==> src/rtl/sat_accum_unit.sv <==
// sat_accum_unit
//   Saturating accumulator stage. Sums a run of LEN operands received over a
//   valid/ready stream, clamping each partial sum on overflow (signed or
//   unsigned, chosen per run). Returns the sum with per-run clamp flags and a
//   sticky clamp flag for the execute/writeback side of the core.
//
// Build option
//   SAT_ACCUM_PIPE_EN : register accepted operands in an operand stage and add
//                       them one cycle later. Result appears one cycle later;
//                       throughput stays at one beat per cycle.
//
// Ports
//   clk, rst       clock (rising edge), synchronous active-high reset
//   start          begin a run (sampled only when idle)
//   len            beats in the run, latched on start
//   signed_mode    1 = two's-complement clamping, 0 = unsigned; latched on start
//   in_valid/in_ready/in_data     operand stream
//   out_valid/out_ready/out_data  result handshake and saturated sum
//   out_sat_p      some add in this run clamped to positive max
//   out_sat_n      some add in this run clamped to negative max (signed only)
//   busy           a run is in progress or its result is pending
//   sat_sticky     any clamp since last sat_clr/reset
//   sat_clr        clear sat_sticky (a same-cycle clamp wins)

module sat_accum_unit #(
    parameter int WIDTH = 8,
    parameter int CNT_W = 4
) (
    input  logic             clk,
    input  logic             rst,
    input  logic             start,
    input  logic [CNT_W-1:0] len,
    input  logic             signed_mode,
    input  logic             in_valid,
    output logic             in_ready,
    input  logic [WIDTH-1:0] in_data,
    output logic             out_valid,
    input  logic             out_ready,
    output logic [WIDTH-1:0] out_data,
    output logic             out_sat_p,
    output logic             out_sat_n,
    output logic             busy,
    output logic             sat_sticky,
    input  logic             sat_clr
);

    localparam logic [1:0] S_IDLE  = 2'd0;
    localparam logic [1:0] S_ACCUM = 2'd1;
    localparam logic [1:0] S_DONE  = 2'd2;

    logic [1:0]       state;
    logic [CNT_W-1:0] len_q;
    logic [CNT_W-1:0] count;
    logic [CNT_W-1:0] count_nxt;
    logic             signed_q;
    logic [WIDTH-1:0] acc;
    logic             sat_p_q;
    logic             sat_n_q;
    logic             sticky_q;

    logic             accept;
    logic             add_en;
    logic [WIDTH-1:0] add_data;
    logic             last_add;
    logic [WIDTH+1:0] add_res;   // {clamp_pos, clamp_neg, sum}
    logic [WIDTH-1:0] add_sum;
    logic             add_p;
    logic             add_n;

    // Saturating add. Returns {clamp_pos, clamp_neg, result}.
    function automatic logic [WIDTH+1:0] sat_add(
        input logic [WIDTH-1:0] a,
        input logic [WIDTH-1:0] b,
        input logic             sm
    );
        logic [WIDTH:0]   full;
        logic [WIDTH-1:0] res;
        logic             p;
        logic             n;
        full = {1'b0, a} + {1'b0, b};
        res  = full[WIDTH-1:0];
        p    = 1'b0;
        n    = 1'b0;
        if (sm) begin
            if (!a[WIDTH-1] && !b[WIDTH-1] && full[WIDTH-1]) begin
                res = {1'b0, {(WIDTH-1){1'b1}}};
                p   = 1'b1;
            end else if (a[WIDTH-1] && b[WIDTH-1] && !full[WIDTH-1]) begin
                res = {1'b1, {(WIDTH-1){1'b0}}};
                n   = 1'b1;
            end
        end else if (full[WIDTH]) begin
            res = '1;
            p   = 1'b1;
        end
        return {p, n, res};
    endfunction

    assign count_nxt = count + {{(CNT_W-1){1'b0}}, 1'b1};
    // count tracks accepted beats, so ready drops as soon as the last one is taken
    assign in_ready  = (state == S_ACCUM) && (count != len_q);
    assign accept    = in_valid && in_ready;

`ifdef SAT_ACCUM_PIPE_EN
    logic             op_valid;
    logic [WIDTH-1:0] op_data;

    always_ff @(posedge clk) begin
        if (rst) begin
            op_valid <= 1'b0;
            op_data  <= '0;
        end else begin
            op_valid <= accept;
            if (accept) begin
                op_data <= in_data;
            end
        end
    end

    assign add_en   = op_valid;
    assign add_data = op_data;
    // The staged operand is the last one once every beat has been accepted.
    assign last_add = op_valid && (count == len_q);
`else
    assign add_en   = accept;
    assign add_data = in_data;
    assign last_add = accept && (count_nxt == len_q);
`endif

    assign add_res = sat_add(acc, add_data, signed_q);
    assign add_p   = add_res[WIDTH+1];
    assign add_n   = add_res[WIDTH];
    assign add_sum = add_res[WIDTH-1:0];

    always_ff @(posedge clk) begin
        if (rst) begin
            state    <= S_IDLE;
            len_q    <= '0;
            count    <= '0;
            signed_q <= 1'b0;
            acc      <= '0;
            sat_p_q  <= 1'b0;
            sat_n_q  <= 1'b0;
            sticky_q <= 1'b0;
        end else begin
            // A clamp in this cycle overrides a simultaneous clear.
            if (add_en && (add_p || add_n)) begin
                sticky_q <= 1'b1;
            end else if (sat_clr) begin
                sticky_q <= 1'b0;
            end

            case (state)
                S_IDLE: begin
                    if (start) begin
                        len_q    <= len;
                        signed_q <= signed_mode;
                        acc      <= '0;
                        count    <= '0;
                        sat_p_q  <= 1'b0;
                        sat_n_q  <= 1'b0;
                        state    <= (len == '0) ? S_DONE : S_ACCUM;
                    end
                end
                S_ACCUM: begin
                    if (accept) begin
                        count <= count_nxt;
                    end
                    if (add_en) begin
                        acc <= add_sum;
                        if (add_p) sat_p_q <= 1'b1;
                        if (add_n) sat_n_q <= 1'b1;
                    end
                    if (last_add) begin
                        state <= S_DONE;
                    end
                end
                S_DONE: begin
                    if (out_ready) begin
                        state <= S_IDLE;
                    end
                end
                default: state <= S_IDLE;
            endcase
        end
    end

    assign out_valid  = (state == S_DONE);
    assign out_data   = acc;
    assign out_sat_p  = sat_p_q;
    assign out_sat_n  = sat_n_q;
    assign busy       = (state != S_IDLE);
    assign sat_sticky = sticky_q;

endmodule
==> config.mk <==
export PLATFORM = sky130hd
export DESIGN_NAME = sat_accum_unit
export DESIGN_NICKNAME = d
export VERILOG_FILES = /design/src/rtl/sat_accum_unit.sv
export SDC_FILE = /design/constraint.sdc
export NUM_CORES = 1
export LEC_CHECK = 0
export CAP_MARGIN = 10
export CORE_AREA = 2 2 55 57
export CTS_CLUSTER_DIAMETER = 80
export DETAILED_ROUTE_END_ITERATION = 6
export DIE_AREA = 0 0 57 59
export GPL_TIMING_DRIVEN = 0
export PLACE_DENSITY = 0.82
export SYNTH_ARGS = -nofsm -noshare
export SYNTH_HDL_FRONTEND = slang
export SYNTH_SLANG_ARGS = --single-unit
==> constraint.sdc <==
create_clock -name clk -period 6 [get_ports clk]
set_input_delay 1.8 -clock clk [delete_from_list [all_inputs] [get_ports clk]]
set_output_delay 1.8 -clock clk [all_outputs]
set_load 0.02 [all_outputs]
==> impl_table.tex, run 1 <==
% Yosys + OpenROAD metrics
\begin{tabular}{lr}
\hline
Metric & Value \\
\hline
\multicolumn{2}{l}{\textbf{Floorplanning}} \\
Die footprint & roughly 3400 sq um \\
Vertical die dimension & approximately 60 um \\
\multicolumn{2}{l}{\textbf{Timing}} \\
Final setup margin & slightly above 2 ns \\
Max Slew Vio Count & 0 \\
Final Cycle Share & 0.6619 \\
Clock tree skew after final layout & between 0.004 and 0.005 ns \\
\multicolumn{2}{l}{\textbf{Final layout}} \\
Logic share of the area & 0.5224 \\
Number of nets at the end of the flow & 219 \\
Sequential share of cell area & 0.2391 \\
Layout cells sized above 1 & 0.1170 \\
Clock buf count & 3 \\
\multicolumn{2}{l}{\textbf{Yosys}} \\
Leading register cell type out of synthesis & sky130\_fd\_sc\_hd\_\_dfxtp\_1 \\
Prevailing logic family in the synthesized netlist & AND-OR/OR-AND gates \\
Register area share after synthesis & 0.3080 \\
Mean instance size in the synthesized netlist & approximately 9.4 sq um \\
Largest area contributor in the netlist & sky130\_fd\_sc\_hd\_\_dfxtp\_1 \\
Most popular library cell in the synthesized design by count & sky130\_fd\_sc\_hd\_\_dfxtp\_1 \\
Complex-gate fraction of the synthesized area & 0.2520 \\
Share of cell area taken by muxes after synthesis & 0.05599 \\
Yosys cell count & roughly 150 \\
Synthesized netlist cell count & $\sim$150 \\
\multicolumn{2}{l}{\textbf{Clocking}} \\
CTS root buffer & sky130\_fd\_sc\_hd\_\_clkbuf\_4 \\
Maximum count of clock buffers along a single path & 2 \\
\# hold bufs at CTS & 0 \\
CTS tree & yes \\
\multicolumn{2}{l}{\textbf{Global routing}} \\
Number of antenna violations at the first check in global routing & 0 \\
Total global routing overflow & 0 \\
GRT busiest layer & met2 \\
Routing usage on met1 & 0.2476 \\
\multicolumn{2}{l}{\textbf{Run status}} \\
Run status & finished clean \\
\multicolumn{2}{l}{\textbf{Hold path}} \\
Min-Delay Endpoint & out\_sat\_n \\
Count of cells along the worst hold path & 1 \\
Min-delay worst type & register to register \\
\multicolumn{2}{l}{\textbf{Critical path}} \\
Worst r2r path cells & 7 \\
Endpoint arrival time on the critical path & $\sim$4.2 ns \\
Critical path startpoint & in\_data[0] \\
Worst-path maximum fanout & 6 \\
\multicolumn{2}{l}{\textbf{Placement}} \\
Placed cell count & roughly 220 \\
Total of buffers placed on input and output ports & 32 \\
Global placement routability congestion & 0.8465 \\
DP Wirelength & between 2000 and 3000 um \\
\multicolumn{2}{l}{\textbf{Detailed routing}} \\
Iteration count of the initial detailed-routing pass & 4 \\
Starting DRT DRC Count & 28 \\
\hline
\end{tabular}
==> run 1: critical path, stage by stage <==
cell and delay [ns]:
sky130_fd_sc_hd__clkdlybuf4s50_1 0.41, sky130_fd_sc_hd__ha_1 0.25, sky130_fd_sc_hd__fa_1 0.44, sky130_fd_sc_hd__a211oi_1 0.29, sky130_fd_sc_hd__o21ai_0 0.15, sky130_fd_sc_hd__a21oi_1 0.42
sky130_fd_sc_hd__a211oi_4 0.13, sky130_fd_sc_hd__a221o_1 0.29
==> run 1: per-stage QoR <==
step	utilization	power, W
global placement	0.6602	0.0002784
detailed placement	0.6602	0.0002825
floorplan	-	0.0002435
CTS	0.6796	0.0003967
finish	0.6796	0.0003935
global route	0.6796	0.0004142
==> run 1: power breakdown <==
group	switching [W]	internal [W]
sequential	0.00000795	0.000154
combinational	0.0000608	0.0000574
clock	0.0000460	0.0000675
total	0.000115	0.000279
==> run 1: worst max path at each step <==
stage,endpoint,slack (ns),cells past startpoint
3_5_place_dp,out_data[4],1.74,8
4_1_cts,out_data[4],2.04,8
3_3_place_gp,out_data[2],1.76,8
6_report,out_data[4],2.03,8
2_1_floorplan,out_data[3],2.40,7
5_1_grt,out_data[4],1.93,8
==> run 1: registers in the layout (all words and copies together), names as in the netlist <==
register / cells
out_sat_p: 1
count: 4
len_q: 4
signed_q: 1
state: 2
sat_sticky: 1
out_sat_n: 1
out_data: 8
==> run 1: layer usage <==
| metal | up-vias | share of wire |
|---|---|---|
| met5 | - | 0 |
| met2 | 45 | 0.49 |
| li1 | 627 | - |
| met4 | 0 | 0.024 |
| met1 | 572 | 0.43 |
| met3 | 9 | 0.053 |
### Floorplan with the power grid, run 1

Scale: 8 px per um. Pins as bars on the die edge. Tap cells in gray.
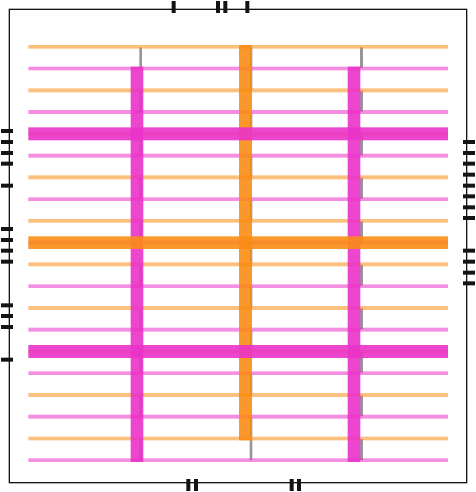
Magenta is VSS. Orange is VDD.
20 met1 rails follow the rows. 31 tap cells.

### Metal 2, run 1

Scale: 6 px per um. Cells faint in the background.
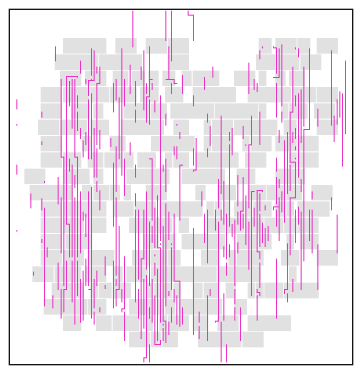
The layer holds 49% of the routed length. The wires run mostly vertical. The longest straight run is 24.6 um.

### Signal wires by layer, run 1

Scale: 6 px per um. Only two layers are drawn.
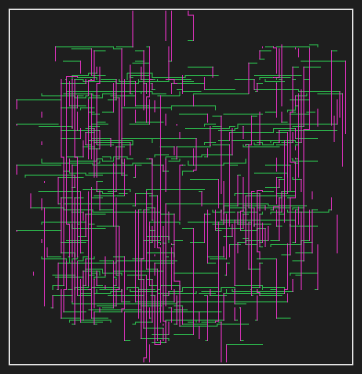
Green is metal 1, wire length 1370 um. Magenta is metal 2, wire length 1550 um.
routed wirelength normalized by instance count: 14.43 um
total routing usage reported by global routing: 0.2081
via total after detailed routing: 1253

## Run 2: what changed since run 1
CORE_AREA = 2 2 58 60   (was 2 2 55 57)
DIE_AREA = 0 0 60 62   (was 0 0 57 59)
PLACE_DENSITY = 0.75   (was 0.82)
clock period = 4.1 ns   (was 6 ns; I/O delays follow)
### Signal wires by layer, run 2

Scale: 6 px per um. Only two layers are drawn.
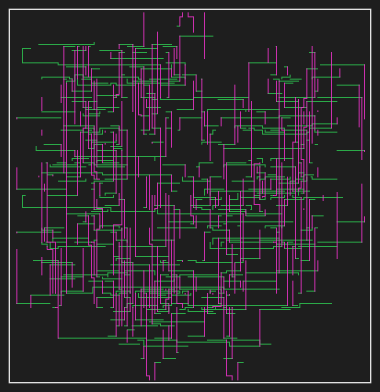
Magenta is metal 2, wire length 1580 um. Green is metal 1, wire length 1450 um.

### Zoomed window, run 2

Window x 10 to 50, y 11 to 51 um. Cells in gray, sequential cells in the stronger gray; small squares are vias.
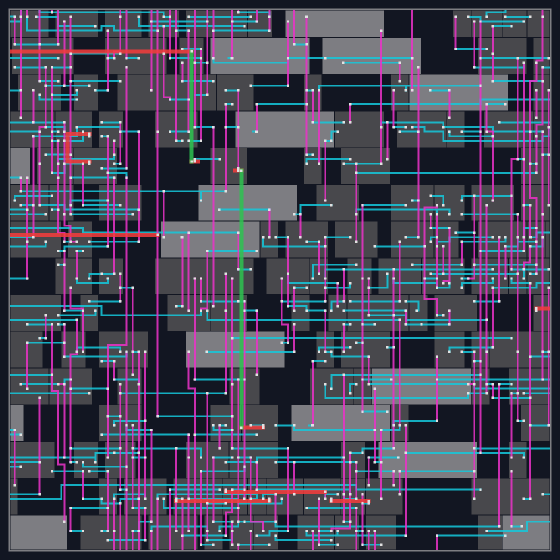
Magenta is metal 2. Green is metal 4. Red is metal 3. Cyan is metal 1.
Most frequent: nor2_1 (17), dfxtp_1 (12), xnor2_1 (11). Netlist names of flops here include count (4), len_q (4), out_data (2). Sequential cells in the window: 12. 133 logic cells have their middle in the window.

==> run 2 against run 1 <==
Against the previous run:
- via count grew 0.48%
- combinational power up 47%
- non-clock buffer count is the same
- sequential cell count stayed put
- power increased by 47%
- critical path depth is the same
- clock power up 49%
- synthesized cell count is the same
- worst setup slack worse by 1.3 ns
- sequential power increased by 46%
- critical endpoint is now out_data[6]
==> impl_table.tex, run 2 <==
% Yosys + OpenROAD metrics
\begin{tabular}{lr}
\hline
Metric & Value \\
\hline
\multicolumn{2}{l}{\textbf{Yosys}} \\
Share of cell area taken by muxes after synthesis & 0.05599 (unchanged) \\
Synthesized netlist cell count & 152 (unchanged) \\
Largest area contributor in the netlist & sky130\_fd\_sc\_hd\_\_dfxtp\_1 (unchanged) \\
Complex-gate fraction of the synthesized area & 0.2520 (unchanged) \\
Yosys cell count & 152 (unchanged) \\
Prevailing logic family in the synthesized netlist & AND-OR/OR-AND gates (unchanged) \\
\multicolumn{2}{l}{\textbf{Critical path}} \\
Worst r2r path cells & 7 (unchanged) \\
Ordered list of cells on the worst path & clkdlybuf4s50\_1 -> ha\_1 -> fa\_1 -> a211oi\_1 -> o21ai\_0 -> a21oi\_1 -> a211oi\_4 -> a221o\_1 (unchanged) \\
Critical Path End & out\_data[6] (was out\_data[4]) \\
\multicolumn{2}{l}{\textbf{Floorplanning}} \\
Vertical die dimension & 62 um (was 59 um) \\
Die footprint & 3720 sq um (was 3363 sq um) \\
\multicolumn{2}{l}{\textbf{Run status}} \\
Run status & finished clean (unchanged) \\
\multicolumn{2}{l}{\textbf{Clocking}} \\
Maximum count of clock buffers along a single path & 2 (unchanged) \\
CTS root buffer & sky130\_fd\_sc\_hd\_\_clkbuf\_4 (unchanged) \\
CTS tree & yes (unchanged) \\
\multicolumn{2}{l}{\textbf{Placement}} \\
Placed cell count & 230 (was 215) \\
Global placement routability congestion & 0.8599 (was 0.8465) \\
DP Wirelength & 2530 um (was 2532 um) \\
\multicolumn{2}{l}{\textbf{Pwr}} \\
Total power & 0.0005773 W (was 0.0003935 W) \\
Internal power summed over all cells & 0.0004082 W (was 0.0002788 W) \\
Flop pwr share & 0.410 (was 0.411) \\
Switching power as a share of total power & 0.2930 (was 0.2914) \\
Comb pwr share & 0.299 (was 0.300) \\
\multicolumn{2}{l}{\textbf{Final layout}} \\
Layout cells sized above 1 & 0.1170 (unchanged) \\
Utilization after layout & 0.5852 (was 0.6796) \\
Flip-flop count of the largest register after layout & 8 (unchanged) \\
\multicolumn{2}{l}{\textbf{Detailed routing}} \\
Routed wirelength normalized by instance count & 13.72 um (was 14.43 um) \\
Starting DRT DRC Count & 20 (was 28) \\
Via total after detailed routing & 1259 (was 1253) \\
\multicolumn{2}{l}{\textbf{Global routing}} \\
Total routing usage reported by global routing & 0.1851 (was 0.2081) \\
Total global routing overflow & 0 (unchanged) \\
GRT busiest layer & met2 (unchanged) \\
\multicolumn{2}{l}{\textbf{Timing}} \\
Max Slew Vio Count & 0 (unchanged) \\
Clock tree skew after final layout & 0.001682 ns (was 0.004680 ns) \\
\hline
\end{tabular}
==> run 2: critical path: cells and delay by family <==
family	cells	cell delay [ns]
buffers and inverters	1	0.42
adders and majority gates	2	0.69
AOI/OAI and AO/OA	5	1.26
==> run 2: worst min-delay path by stage <==
stage	start	to	slack, ns	depth (start not counted)
floorplan	len_q[0]	len_q[0]	0.48	2
global placement	out_sat_n	out_sat_n	0.47	1
detailed placement	out_sat_n	out_sat_n	0.48	1
CTS	out_sat_n	out_sat_n	0.51	1
global route	out_sat_n	out_sat_n	0.51	1
finish	out_sat_n	out_sat_n	0.50	1
==> run 2: logic make-up after synthesis <==
group	count (synthesis)
AND-OR/OR-AND	45
flip-flops	22
adder cells (fa/ha/maj)	11
XOR/XNOR	15
multiplexers	8
AND/OR/NAND/NOR	44
buffers and inverters	7
==> run 2: power groups by stage <==
stage / Sequential (W) / Combinational [W] / Clock (W)
floorplan: 0.000243 / 0.000113 / 0
detailed placement: 0.000241 / 0.000172 / 0
finish: 0.000237 / 0.000173 / 0.000168
global placement: 0.000241 / 0.000167 / 0
global route: 0.000239 / 0.000188 / 0.000183
CTS: 0.000237 / 0.000174 / 0.000171
==> run 2: layout make-up <==
cell class              instances  area [sq um]
clock buffers                   3         22.52
fillers                       305          1319
flip-flops and latches         22         440.4
clock inverters                 1         30.03
multi-input cells             123         962.2
inverters                       5         18.77
well taps                      46         57.56
plain buffers                   2         8.758
repair buffers                 32         320.3
==> run 2: metal layers <==
layer,vias to the layer above,share of wire
li1,631,-
met1,587,0.45
met2,37,0.49
met3,4,0.050
met4,0,0.0084
met5,-,0
Power is estimated from default activity; no workload was simulated.
